**src/rtl/cci_mpf_event_counter_bank.sv**
```systemverilog
// Parametrised MPF event-counter bank: per-event accumulate (wrap/saturate), sticky overflow, fixed-latency indexed reads.
// Optional coherent snapshot shadow enabled by defining CCI_MPF_EVT_SNAPSHOT_EN.

module cci_mpf_event_counter_lane #(
    parameter int CNT_WIDTH  = 48,
    parameter int INCR_WIDTH = 1,
    parameter int SATURATE   = 0
) (
    input  logic                  clk,
    input  logic                  reset_n,
    input  logic [INCR_WIDTH-1:0] incr,
    input  logic                  clr,
    output logic [CNT_WIDTH-1:0]  cnt,
    output logic                  ovf
);
    logic [CNT_WIDTH:0] sum;

    assign sum = {1'b0, cnt} + (CNT_WIDTH+1)'(incr);

    // A clear loads the increment landing on the same edge so no event is dropped.
    always_ff @(posedge clk) begin
        if (!reset_n) begin
            cnt <= '0;
            ovf <= 1'b0;
        end else if (clr) begin
            cnt <= CNT_WIDTH'(incr);
            ovf <= 1'b0;
        end else if (sum[CNT_WIDTH]) begin
            cnt <= (SATURATE != 0) ? {CNT_WIDTH{1'b1}} : sum[CNT_WIDTH-1:0];
            ovf <= 1'b1;
        end else begin
            cnt <= sum[CNT_WIDTH-1:0];
        end
    end
endmodule

module cci_mpf_event_counter_bank #(
    parameter int N_EVENTS   = 8,
    parameter int CNT_WIDTH  = 48,
    parameter int INCR_WIDTH = 1,
    parameter int SATURATE   = 0
) (
    input  logic                           clk,
    input  logic                           reset_n,
    input  logic [N_EVENTS*INCR_WIDTH-1:0] evt_incr,
    input  logic                           clr_all,
    input  logic                           clr_en,
    input  logic [5:0]                     clr_idx,
    input  logic                           rd_req,
    input  logic [5:0]                     rd_idx,
    output logic                           rd_rsp_valid,
    output logic [63:0]                    rd_rsp_data,
    output logic                           rd_rsp_ovf,
    output logic                           rd_rsp_err,
    input  logic                           snap_req
);
    localparam int STAGES = 1;

    typedef struct packed {
        logic [63:0] data;
        logic        ovf;
        logic        err;
    } rsp_t;

    logic [N_EVENTS-1:0][INCR_WIDTH-1:0] incr_q;
    logic [N_EVENTS-1:0][CNT_WIDTH-1:0]  cnt;
    logic [N_EVENTS-1:0]                 ovf;
    logic [N_EVENTS-1:0][CNT_WIDTH-1:0]  src_cnt;
    logic [N_EVENTS-1:0]                 src_ovf;
    logic [STAGES:0]                     vld_pipe;
    rsp_t                                rsp_sel, rsp_q, rsp_out;

    always_ff @(posedge clk) begin
        if (!reset_n) incr_q <= '0;
        else          incr_q <= evt_incr;
    end

    for (genvar i = 0; i < N_EVENTS; i++) begin : g_lane
        logic clr_hit;
        assign clr_hit = clr_all | (clr_en & (clr_idx == 6'(i)));

        cci_mpf_event_counter_lane #(
            .CNT_WIDTH (CNT_WIDTH),
            .INCR_WIDTH(INCR_WIDTH),
            .SATURATE  (SATURATE)
        ) u_lane (
            .clk    (clk),
            .reset_n(reset_n),
            .incr   (incr_q[i]),
            .clr    (clr_hit),
            .cnt    (cnt[i]),
            .ovf    (ovf[i])
        );
    end

`ifdef CCI_MPF_EVT_SNAPSHOT_EN
    logic [N_EVENTS-1:0][CNT_WIDTH-1:0] shd_cnt;
    logic [N_EVENTS-1:0]                shd_ovf;

    // Reads sampled on the snapshot edge still see the previous shadow.
    always_ff @(posedge clk) begin
        if (!reset_n) begin
            shd_cnt <= '0;
            shd_ovf <= '0;
        end else if (snap_req) begin
            shd_cnt <= cnt;
            shd_ovf <= ovf;
        end
    end

    assign src_cnt = shd_cnt;
    assign src_ovf = shd_ovf;
`else
    logic snap_unused;
    assign snap_unused = snap_req;
    assign src_cnt     = cnt;
    assign src_ovf     = ovf;
`endif

    always_comb begin
        rsp_sel     = '0;
        rsp_sel.err = 1'b1;
        for (int i = 0; i < N_EVENTS; i++) begin
            if (rd_idx == 6'(i)) begin
                rsp_sel.data = 64'(src_cnt[i]);
                rsp_sel.ovf  = src_ovf[i];
                rsp_sel.err  = 1'b0;
            end
        end
    end

    // Response fields are forced to zero whenever the matching valid bit is low.
    always_ff @(posedge clk) begin
        if (!reset_n) begin
            vld_pipe <= '0;
            rsp_q    <= '0;
            rsp_out  <= '0;
        end else begin
            vld_pipe <= {vld_pipe[STAGES-1:0], rd_req};
            rsp_q    <= rd_req ? rsp_sel : '0;
            rsp_out  <= vld_pipe[0] ? rsp_q : '0;
        end
    end

    assign rd_rsp_valid = vld_pipe[STAGES];
    assign rd_rsp_data  = rsp_out.data;
    assign rd_rsp_ovf   = rsp_out.ovf;
    assign rd_rsp_err   = rsp_out.err;
endmodule

```
**config.mk**
```make
export PLATFORM = sky130hd
export DESIGN_NAME = cci_mpf_event_counter_bank
export DESIGN_NICKNAME = d
export VERILOG_FILES = /design/src/rtl/cci_mpf_event_counter_bank.sv
export SDC_FILE = /design/constraint.sdc
export NUM_CORES = 1
export LEC_CHECK = 0
export ABC_AREA = 0
export CAP_MARGIN = 5
export CORE_UTILIZATION = 32
export CTS_CLUSTER_DIAMETER = 150
export CTS_CLUSTER_SIZE = 25
export DETAILED_ROUTE_END_ITERATION = 10
export DONT_BUFFER_PORTS = 1
export HOLD_SLACK_MARGIN = 0.15
export PLACE_DENSITY_LB_ADDON = 0.2
export SKIP_CTS_REPAIR_TIMING = 1
export SLEW_MARGIN = 5
export SYNTH_ARGS = -nofsm -noshare
export SYNTH_HDL_FRONTEND = slang
export SYNTH_SLANG_ARGS = --single-unit
```
**constraint.sdc**
```tcl
create_clock -name clk -period 2.85 [get_ports clk]
set_input_delay 0.855 -clock clk [delete_from_list [all_inputs] [get_ports clk]]
set_output_delay 0.855 -clock clk [all_outputs]
set_load 0.01 [all_outputs]
```
==> run_1/clock_nets.png <==
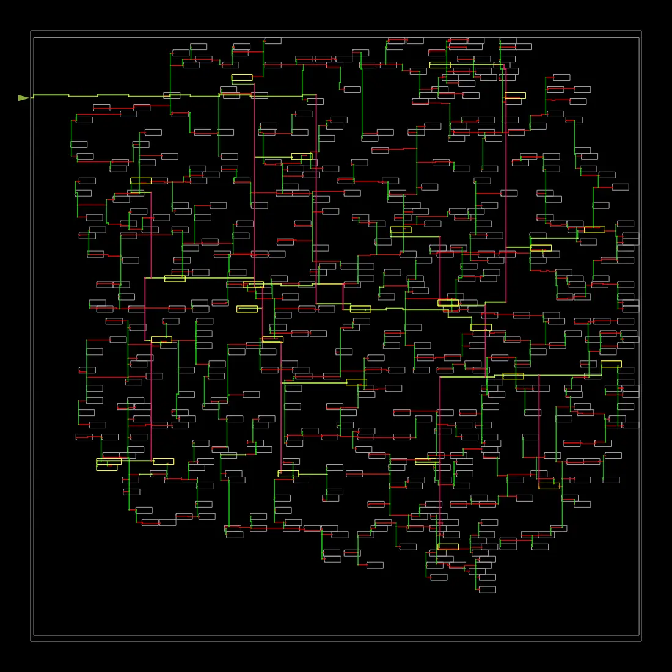
seq_cells: 502
Clk power: 3.97 mW
Clock Sinks: 502
worst clock skew: 0.0374 ns
Clock Latency Late Sink: 0.59 ns

==> run_1/class_map.png <==
Bar = 100 µm.
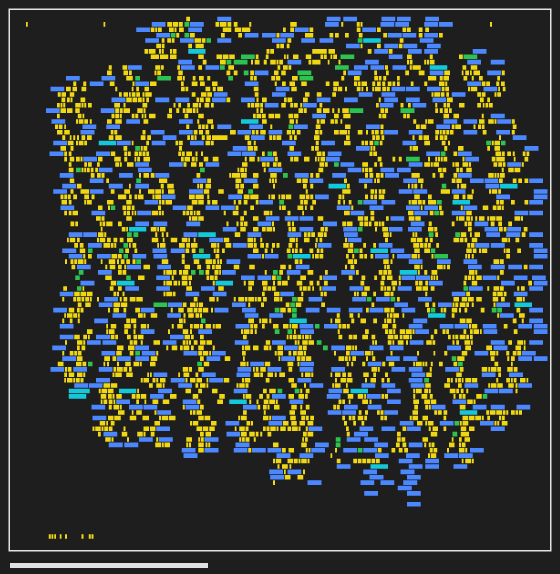
green -> remaining buffers and delay cells  # cells 95, share of their area 3.6%
blue -> registers  # cells 502, share of their area 41%
yellow -> remaining logic cells  # cells 2,054, share of their area 52%
cyan -> clock drivers and dummy loads  # cells 26, share of their area 2.7%

==> run_1/clock_wires.png <==
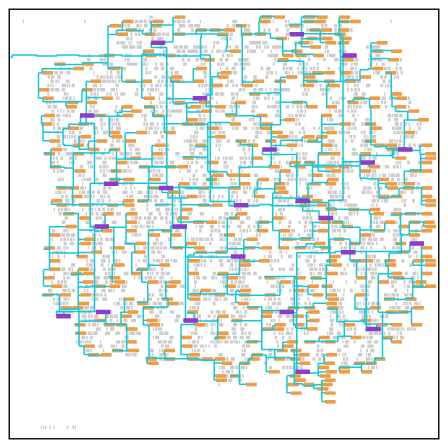
orange -> flip-flops  # count 502
cyan -> clock wires  # length 6,380 µm
purple -> clock-net drivers  # count 24
routed clock nets = 25

==> run 1: registers in the layout, summed over array words and instances (netlist names) <==
signal and flops:
incr_q 8, rd_rsp_err 1, g_lane.u_lane.ovf 8, rsp_q 50
rd_rsp_data 48, g_lane.u_lane.cnt 384, rd_rsp_ovf 1, vld_pipe 2
==> run 1: synthesized netlist by cell type, types with 46 or more instances <==
library cell and n:
nor3_1 63, inv_1 52, xor2_1 110, nor2_1 300
nand4_1 117, nand2_1 146, xnor2_1 136, mux2i_1 56
o2bb2ai_1 46, and3_1 103, or3_1 78, nor4_1 68
o21ai_0 118, a21oi_1 155, clkbuf_1 151, a221oi_1 97
dfxtp_1 502, nand3_1 131
==> run 1: per-layer routing <==
layer	global-route usage [%]	share of wire, %
met5	0	0
met4	4.79	2.5
met3	1.56	4.1
met2	31.6	48
met1	25.5	46
==> run 1: cell families after synthesis <==
| kind of cell | Yosys count | share of synthesized area, % |
|---|---|---|
| adder cells (fa/ha/maj) | 16 | 0.855 |
| XOR/XNOR | 246 | 9.20 |
| AND-OR/OR-AND | 499 | 13.9 |
| flip-flops | 502 | 42.9 |
| buffers and inverters | 235 | 4.07 |
| AND/OR/NAND/NOR | 1167 | 26.5 |
| multiplexers | 58 | 2.54 |
| other | 1 | 0.0160 |
==> run 1: where the power goes <==
part           internal (mW)  total (mW)  switching [mW]
clock network           1.59        3.97            2.38
registers               7.03        7.04          0.0137
logic                 0.0988       0.312           0.213
total                   8.72        11.3            2.60
==> run 1: critical path: cells and delay by family, from the launching register on <==
kind	cells	cell delay, ns
AND-OR/OR-AND	1	0.15
adder cells (fa/ha/maj)	2	0.49
flip-flops	1	0.36
AND/OR/NAND/NOR	4	1.59
==> results_dict.tcl, run 1 <==
# metrics dict for downstream scripts
set metrics [dict create \
    drt-vias-per-instance 5.55 \
    synth_area_per_cell_um2 8.59 \
    crit_required_ns 3.37 \
    h-tree-depth 1 \
    path_clk_slew_ns 0.11 \
    ff_type "dfxtp_1" \
    clk_share_pct 2.57 \
    inv_count 52 \
    ant_nets 0 \
    dieArea_um2 74200 \
    lay_top_count "dfxtp_1" \
    yosysTopAreaCell "dfxtp_1" \
    critPathCapture "g_lane[2].u_lane.cnt[34]$_SDFF_PP0_" \
    wl_um 71400 \
    logic_area_um2 12500 \
    rsz0062_at_grt "false" \
    edf_count 0 \
    yosys.area.top_type_share_pct 42.9 \
    cp-start-kind "flip-flop" \
    top_cells_by_area "dfxtp_1, xnor2_1, nor2_1, xor2_1, a221oi_1" \
    ys_types 62 \
    cts_buffers 24 \
    reg2reg_from "g_lane[2].u_lane.cnt[0]$_SDFF_PN0_" \
    cpMostUsedCell "or3_1" \
    final_layout_top_logic_cells "dfxtp_1, nor2_1, a21oi_1" \
    coreArea_um2 72000 \
    hold_path_depth 1 \
    r2r-end "g_lane[2].u_lane.cnt[34]$_SDFF_PP0_" \
    report.final.slew_viol_count 0 \
    crit_slowest_cell "or3_1" \
    layout.cells.non_filler 3627 \
    wire_per_inst_um 19.7 \
    cts_root_buf "clkbuf_16" \
    grt_use_total_pct 18.7 \
    rows 98 \
    ys_cells 2724 \
    ys_warn_count 0 \
    drc 0 \
    num-fill-cells 7320 \
    num_tap_cells 950 \
    hp-start "evt_incr[1]" \
    outcome "complete, no violations" \
    fp.dieH_um 272 \
    clockBufferDepth 3 \
    drive_gt1_share_pct 5.64 \
    critical_path.startpoint "g_lane[2].u_lane.cnt[0]$_SDFF_PN0_" \
    comb_share_pct 49.1 \
    end_kind "flip-flop" \
    io_pins 93 \
    hold_class "input port to flip-flop" \
    gp_congestion 0.886 \
    n_all_buffers 95 \
    finalSetupTns_ns 0 \
    hold_ws_ns 0.380 \
    numPlacedInstances 3601 \
    leakagePower_nw 7.72 \
    regArea_um2 10000 \
    floorplan.core_util_pct 32.5 \
    sh_seq_area_pct 39.5 \
    overflow 0 \
    rr_worst_depth 7 \
    area_growth_pct 8.79 \
    dpl_worst_slack_ns 0.159 \
    grt_max_degree 70 \
    synth_area_um2 23400 \
    fin_crit_sh_pct 93.3 \
    worstPathArrival_ns 3.18 \
    criticalPathCategory "flip-flop to flip-flop" \
    cap_violations 0 \
    whs_endpoint "incr_q[1]$_SDFF_PN0_" \
    tool_warnings 27 \
    setup_violations 0 \
    critPathMaxFanout 11 \
    dp_hpwl_um 53200 \
    path_cells "ha_1, ha_1, nand3_1, or3_1, or3_1, or3_1, a21oi_1" \
    dieWidth_um 272 \
    fin_nets 2719 \
    biggestCellCategory "combinational gates" \
    max_stage_delay_ns 0.56 \
    period_needed_ns 2.66 \
    vdd_drop_max_mv 0.493 \
    ys_chip_area_um2 23400 \
    yosysSeqAreaShare_pct 42.9 \
    synthCells 2724 \
    worst_pin_slew_ns 0.760 \
    final_core_util_pct 35.4 \
    vias 20100 \
]
==> run 2: changes to the inputs <==
==> constraint.sdc (replaced) <==
create_clock -name clk -period 2.85 [get_ports clk]
set_input_delay 0.855 -clock clk [delete_from_list [all_inputs] [get_ports clk]]
set_output_delay 0.855 -clock clk [all_outputs]
set_load 0.005 [all_outputs]
==> run_2/clock_wires.png <==
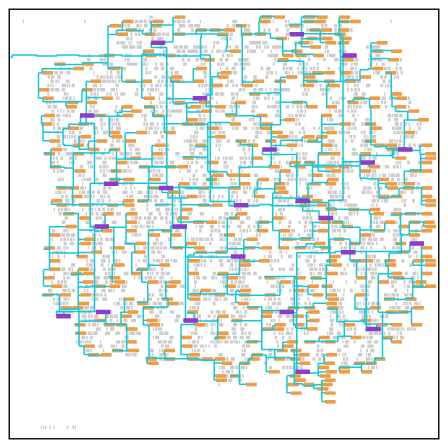
purple -> clock-net drivers  # count 24
orange -> flip-flops  # count 502
cyan -> clock wires  # length 6,380 µm
flops lie = widely spread

==> run 2 against run 1 <==
Synthesized area unchanged. Synthesized cell count unchanged. Sequential power about the same. Power about the same. Via count unchanged. Highest routed layer unchanged. Wire length unchanged. Die area unchanged. Sequential cell count unchanged.
==> results_dict.tcl, run 2 <==
# metrics dict for downstream scripts
set metrics [dict create \
    rr_worst_depth 7 \
    ff_type "dfxtp_1" \
    ys.flops 502 \
    mux_share_pct 2.54 \
    grt_antenna_before_repair 0 \
    floorplan.core_util_pct 32.5 \
    edf_count 0 \
    yosys.area.top_type_share_pct 42.9 \
    outcome "complete, no violations" \
    p_per_area_nw_per_um2 445 \
    criticalPathCategory "flip-flop to flip-flop" \
    cts_root_buf "clkbuf_16" \
    synth_area_um2 23400 \
    synthTopLogicFamily "simple AND/OR/NAND/NOR gates" \
    top_register "g_lane.u_lane.cnt" \
    p_comb_share_pct 2.7 \
    setup_violations 0 \
    power_leader "sequential cells" \
    path_clk_slew_ns 0.11 \
    ys_cells 2724 \
    synth_simple_gate_area_share_pct 26.5 \
    reg2reg_slack_ns 0.19 \
    fp.dieH_um 272 \
    p_sw_mw 2.60 \
    io_pins 93 \
    overflow 0 \
    period_needed_ns 2.66 \
    slew_headroom_pct 48.9 \
    highest_layer "met4" \
    finalSetupTns_ns 0 \
    ys_warn_count 0 \
    ant_nets 0 \
    ys_chip_area_um2 23400 \
    wl_met1_um 32600 \
    final_core_util_pct 35.4 \
    drt-vias-per-instance 5.55 \
    sequentialPowerShare_pct 62.2 \
    critPathTopFamily "simple AND/OR/NAND/NOR gates" \
    seq-power_mw 7.04 \
    fin_nets 2719 \
    clockBufferDepth 3 \
    whs_endpoint "incr_q[1]$_SDFF_PN0_" \
    synth_dominant_cell_count "dfxtp_1" \
    met3_length_um 2930 \
    fmax_mhz 376 \
    cap_violations 0 \
    fin_crit_sh_pct 93.3 \
    dp_hpwl_um 53200 \
    drt-initial-drc-count 1650 \
    worstPathArrival_ns 3.18 \
    lay_top_count "dfxtp_1" \
    leakagePower_nw 7.72 \
    wl_met2_um 34100 \
    async_flop_share_pct 0 \
    firstDrtPassIters 5 \
    yosysTopAreaCell "dfxtp_1" \
    ys_types 62 \
    crit_required_ns 3.37 \
    rsz0062_at_grt "false" \
    fin_skew_ns 0.0374 \
    critPathBufInv 0 \
    gp_congestion 0.886 \
    compound_area_share_pct 13.9 \
    crit_slowest_cell "or3_1" \
    grt_max_degree 70 \
    area_growth_pct 8.79 \
    drive_gt1_share_pct 5.64 \
    r2r-end "g_lane[2].u_lane.cnt[34]$_SDFF_PP0_" \
    h-tree-depth 1 \
    wire_per_inst_um 19.7 \
    grt_pass1_vias 18800 \
    clock.latency.late_pin_ns 0.59 \
    finalHoldViolations 0 \
    vdd_drop_max_mv 0.493 \
    grt_first_pass_wirelength_um 110000 \
    vias 20100 \
    clkSinkCount 502 \
    diodes 0 \
    hp-start "evt_incr[1]" \
    synthCells 2724 \
    critPathMaxFanout 11 \
    synthAdderAreaFrac_pct 0.855 \
    dieArea_um2 74200 \
    sw_frac_of_total_pct 23.0 \
    drc 0 \
    cts_buffers 24 \
    reg2reg_from "g_lane[2].u_lane.cnt[0]$_SDFF_PN0_" \
    hold_class "input port to flip-flop" \
    report.final.slew_viol_count 0 \
    clkPwrFrac_pct 35.1 \
    end_kind "flip-flop" \
    grt_use_total_pct 18.7 \
    hold_path_depth 1 \
    combinationalPower_mw 0.308 \
    top_cells_by_count "dfxtp_1, nor2_1, a21oi_1" \
    portBuffers 0 \
    tool_warnings 27 \
    largest_reg_flops 384 \
    worst_pin_slew_ns 0.760 \
    ys_sh_xor_pct 9.20 \
    dieWidth_um 272 \
    max_stage_delay_ns 0.56 \
    cp-start-kind "flip-flop" \
    synth_area_per_cell_um2 8.59 \
    cts_tree "built" \
    cpMostUsedCell "or3_1" \
    yosysSeqAreaShare_pct 42.9 \
    final_layout_top_logic_cells "dfxtp_1, nor2_1, a21oi_1" \
    internal_power_mw 8.72 \
    coreArea_um2 72000 \
    rows 98 \
    powerClk_mw 3.97 \
    wl_um 71400 \
    path_cells "ha_1, ha_1, nand3_1, or3_1, or3_1, or3_1, a21oi_1" \
    top_cells_by_area "dfxtp_1, xnor2_1, nor2_1, xor2_1, a221oi_1" \
]
[run 2: through the flow]
step                      hold WS [ns]  power (mW)  worst slack [ns]  instances  cell area, µm²
after floorplan                  0.432        7.44             0.219       2739           23500
after detailed placement         0.451        7.51             0.159       3601           24800
after global routing             0.371        11.7            0.0676       3627           25500
after CTS                        0.351        11.5             0.188       3627           25500
final                            0.380        11.3             0.190       3627           25500
after global placement           0.448        7.51             0.200       3601           24800
[run 2: layout make-up]
| cell class | count | area, µm² |
|---|---|---|
| Inverter | 52 | 195 |
| Multi-Input combinational cell | 2002 | 12500 |
| Clock buffer | 25 | 626 |
| Sequential cell | 502 | 10000 |
| Timing Repair Buffer | 95 | 876 |
| Clock inverter | 1 | 30.0 |
| Fill cell | 7320 | 46500 |
| Tap cell | 950 | 1190 |
[run 2: worst max path at each step]
| stage | cells past startpoint | end | start |
|---|---|---|---|
| after floorplan | 7 | rsp_q[26]$_SDFF_PN0_ | rd_idx[0] |
| after global placement | 6 | rsp_q[31]$_SDFF_PN0_ | rd_idx[5] |
| after detailed placement | 6 | rsp_q[26]$_SDFF_PN0_ | rd_idx[5] |
| after CTS | 7 | g_lane[2].u_lane.cnt[34]$_SDFF_PP0_ | g_lane[2].u_lane.cnt[0]$_SDFF_PN0_ |
| after global routing | 7 | g_lane[2].u_lane.cnt[42]$_SDFF_PP0_ | g_lane[2].u_lane.cnt[0]$_SDFF_PN0_ |
| final | 7 | g_lane[2].u_lane.cnt[34]$_SDFF_PP0_ | g_lane[2].u_lane.cnt[0]$_SDFF_PN0_ |
[run 2: per-layer routing]
metal,vias to the layer above,track usage [%]
met4,0,4.79
met3,87,1.56
met2,477,31.6
li1,9776,-
met5,-,0
met1,9780,25.5
==> run 3: changes to the inputs <==
Settings changed: CORE_UTILIZATION 32 to 55.
==> run_3/sizing.png <==
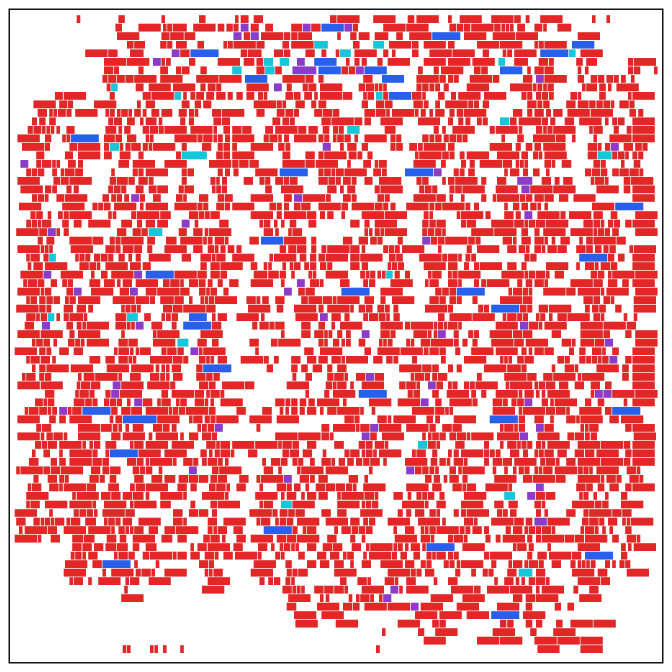
blue -> x6 and larger  # cells 36
cyan -> x2  # cells 27
red -> x1 and smaller  # cells 2,526
purple -> x3 and x4  # cells 63

==> run 3 against run 2 <==
Sequential power about the same. Die area down 42%. Sequential cell count unchanged. Clock skew down 0.0026 ns. Critical endpoint is now g_lane[2].u_lane.cnt[38]$_SDFF_PP0_. Largest cell class unchanged. Highest routed layer unchanged.
==> results_dict.tcl, run 3 <==
# metrics dict for downstream scripts
set metrics [dict create \
    outcome "complete, no violations" \
    wl_met1_um 28300 \
    clkSinkCount 502 \
    use_met1_pct 39.4 \
    biggestCellCategory "combinational gates" \
    n_all_buffers 70 \
    finalHoldViolations 0 \
    grt_max_degree 70 \
    yosysTopAreaCell "dfxtp_1" \
    dp_hpwl_um 47000 \
    grt_antenna_before_repair 0 \
    setup_violations 0 \
    met3_usage_pct 2.70 \
    synth_dominant_cell_count "dfxtp_1" \
    criticalPathCategory "flip-flop to flip-flop" \
    ys_chip_area_um2 23400 \
    drive_gt1_share_pct 4.75 \
    flops 502 \
    max_stage_delay_ns 0.62 \
    grt_first_pass_wirelength_um 100000 \
    fp.dieH_um 208 \
    drc 0 \
    fin_crit_sh_pct 97.5 \
    io_pins 93 \
    hold_class "input port to flip-flop" \
    h-tree-depth 1 \
    critPathBufInv 0 \
    num_tap_cells 539 \
    synthCells 2724 \
    wire_per_inst_um 19.8 \
    coreArea_um2 41900 \
    floorplan.core_util_pct 55.8 \
    final_layout_top_logic_cells "dfxtp_1, nor2_1, a21oi_1" \
    dpl_worst_slack_ns 0.179 \
    drt-vias-per-instance 6.32 \
    tool_warnings 27 \
    slew_headroom_pct 32.1 \
    cpMostUsedCell "ha_1" \
    async_flop_share_pct 0 \
    cts_buffers 24 \
    rsz0062_at_grt "false" \
    path_cells "ha_1, ha_1, nand3_1, nor3_1, nand2_1, or4_1, a21oi_1" \
    cp-start-kind "flip-flop" \
    cap_violations 0 \
    fin_skew_ns 0.0348 \
    ant_nets 0 \
    grt_use_total_pct 28.5 \
    ys_cells 2724 \
    vdd_drop_max_mv 0.367 \
    fmax_mhz 360 \
    clk_share_pct 2.62 \
    synth_area_per_cell_um2 8.59 \
    drt-initial-drc-count 1863 \
    edf_count 0 \
    regArea_um2 10000 \
    inv_count 52 \
    nonClkBufAreaFrac_pct 2.63 \
    use_met2_pct 47.8 \
    clockBufferDepth 3 \
    largest_reg_flops 384 \
    crit_required_ns 3.35 \
    vias 20200 \
    ys_types 62 \
    overflow 0 \
    yosysSeqAreaShare_pct 42.9 \
    comb_share_pct 50.6 \
    critPathMaxFanout 6 \
    ff_type "dfxtp_1" \
    grt.busiest_layer "met2" \
    ys_warn_count 0 \
    report.final.slew_viol_count 0 \
    highest_layer "met4" \
    met3_length_um 3620 \
]
-- run 3: cell count changes in the layout (fill, tap and decap cells not counted) --
cell / before / now
buf_12: 13 / 10
clkbuf_16: 25 / 24
nor2_2: 0 / 1
clkinv_8: 0 / 1
nor2_4: 1 / 0
buf_4: 82 / 60
-- run 3: metrics by stage --
stage	power [mW]	hold WS, ns	cell area, µm²
3_3_place_gp	7.48	0.448	24100
2_1_floorplan	7.44	0.432	23500
5_1_grt	11.5	0.368	24700
3_5_place_dp	7.49	0.450	24100
6_report	11.2	0.382	24700
4_1_cts	11.2	0.361	24700
-- run 3: worst paths after layout --
path	from	endpoint	depth (start not counted)
worst min-delay path	evt_incr[4]	incr_q[4]$_SDFF_PN0_	1
worst max register to register	g_lane[2].u_lane.cnt[0]$_SDFF_PN0_	g_lane[2].u_lane.cnt[38]$_SDFF_PP0_	7
worst min register to register	rsp_q[23]$_SDFF_PN0_	rd_rsp_data[21]$_SDFF_PN0_	1
worst max-delay path	g_lane[2].u_lane.cnt[0]$_SDFF_PN0_	g_lane[2].u_lane.cnt[38]$_SDFF_PP0_	7
-- run 3: cells by family after synthesis --
family,share of synthesized area [%]
flip-flops,42.9
XOR/XNOR,9.20
multiplexers,2.54
AND/OR/NAND/NOR,26.5
buffers and inverters,4.07
other,0.0160
adder cells (fa/ha/maj),0.855
AND-OR/OR-AND,13.9
-- run 3: where the power goes --
| group | internal [mW] | switching [mW] | total, mW |
|---|---|---|---|
| combinational | 0.0911 | 0.197 | 0.288 |
| sequential | 7.03 | 0.0110 | 7.04 |
| clock | 1.54 | 2.31 | 3.85 |
| total | 8.66 | 2.51 | 11.2 |

==> screenshots <==
Met1 routing.
Supply wires on this layer in grey. Cells faint in the background.
(a)
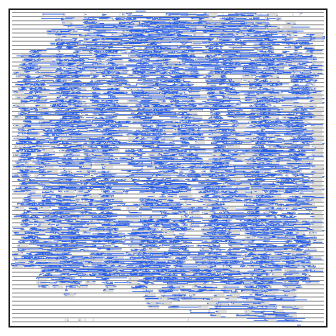
(b)
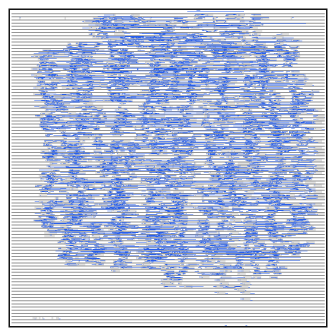
run 3 -> (a)
run 1 -> (b)

No activity file was given, so power comes from the tool's default toggle rates.
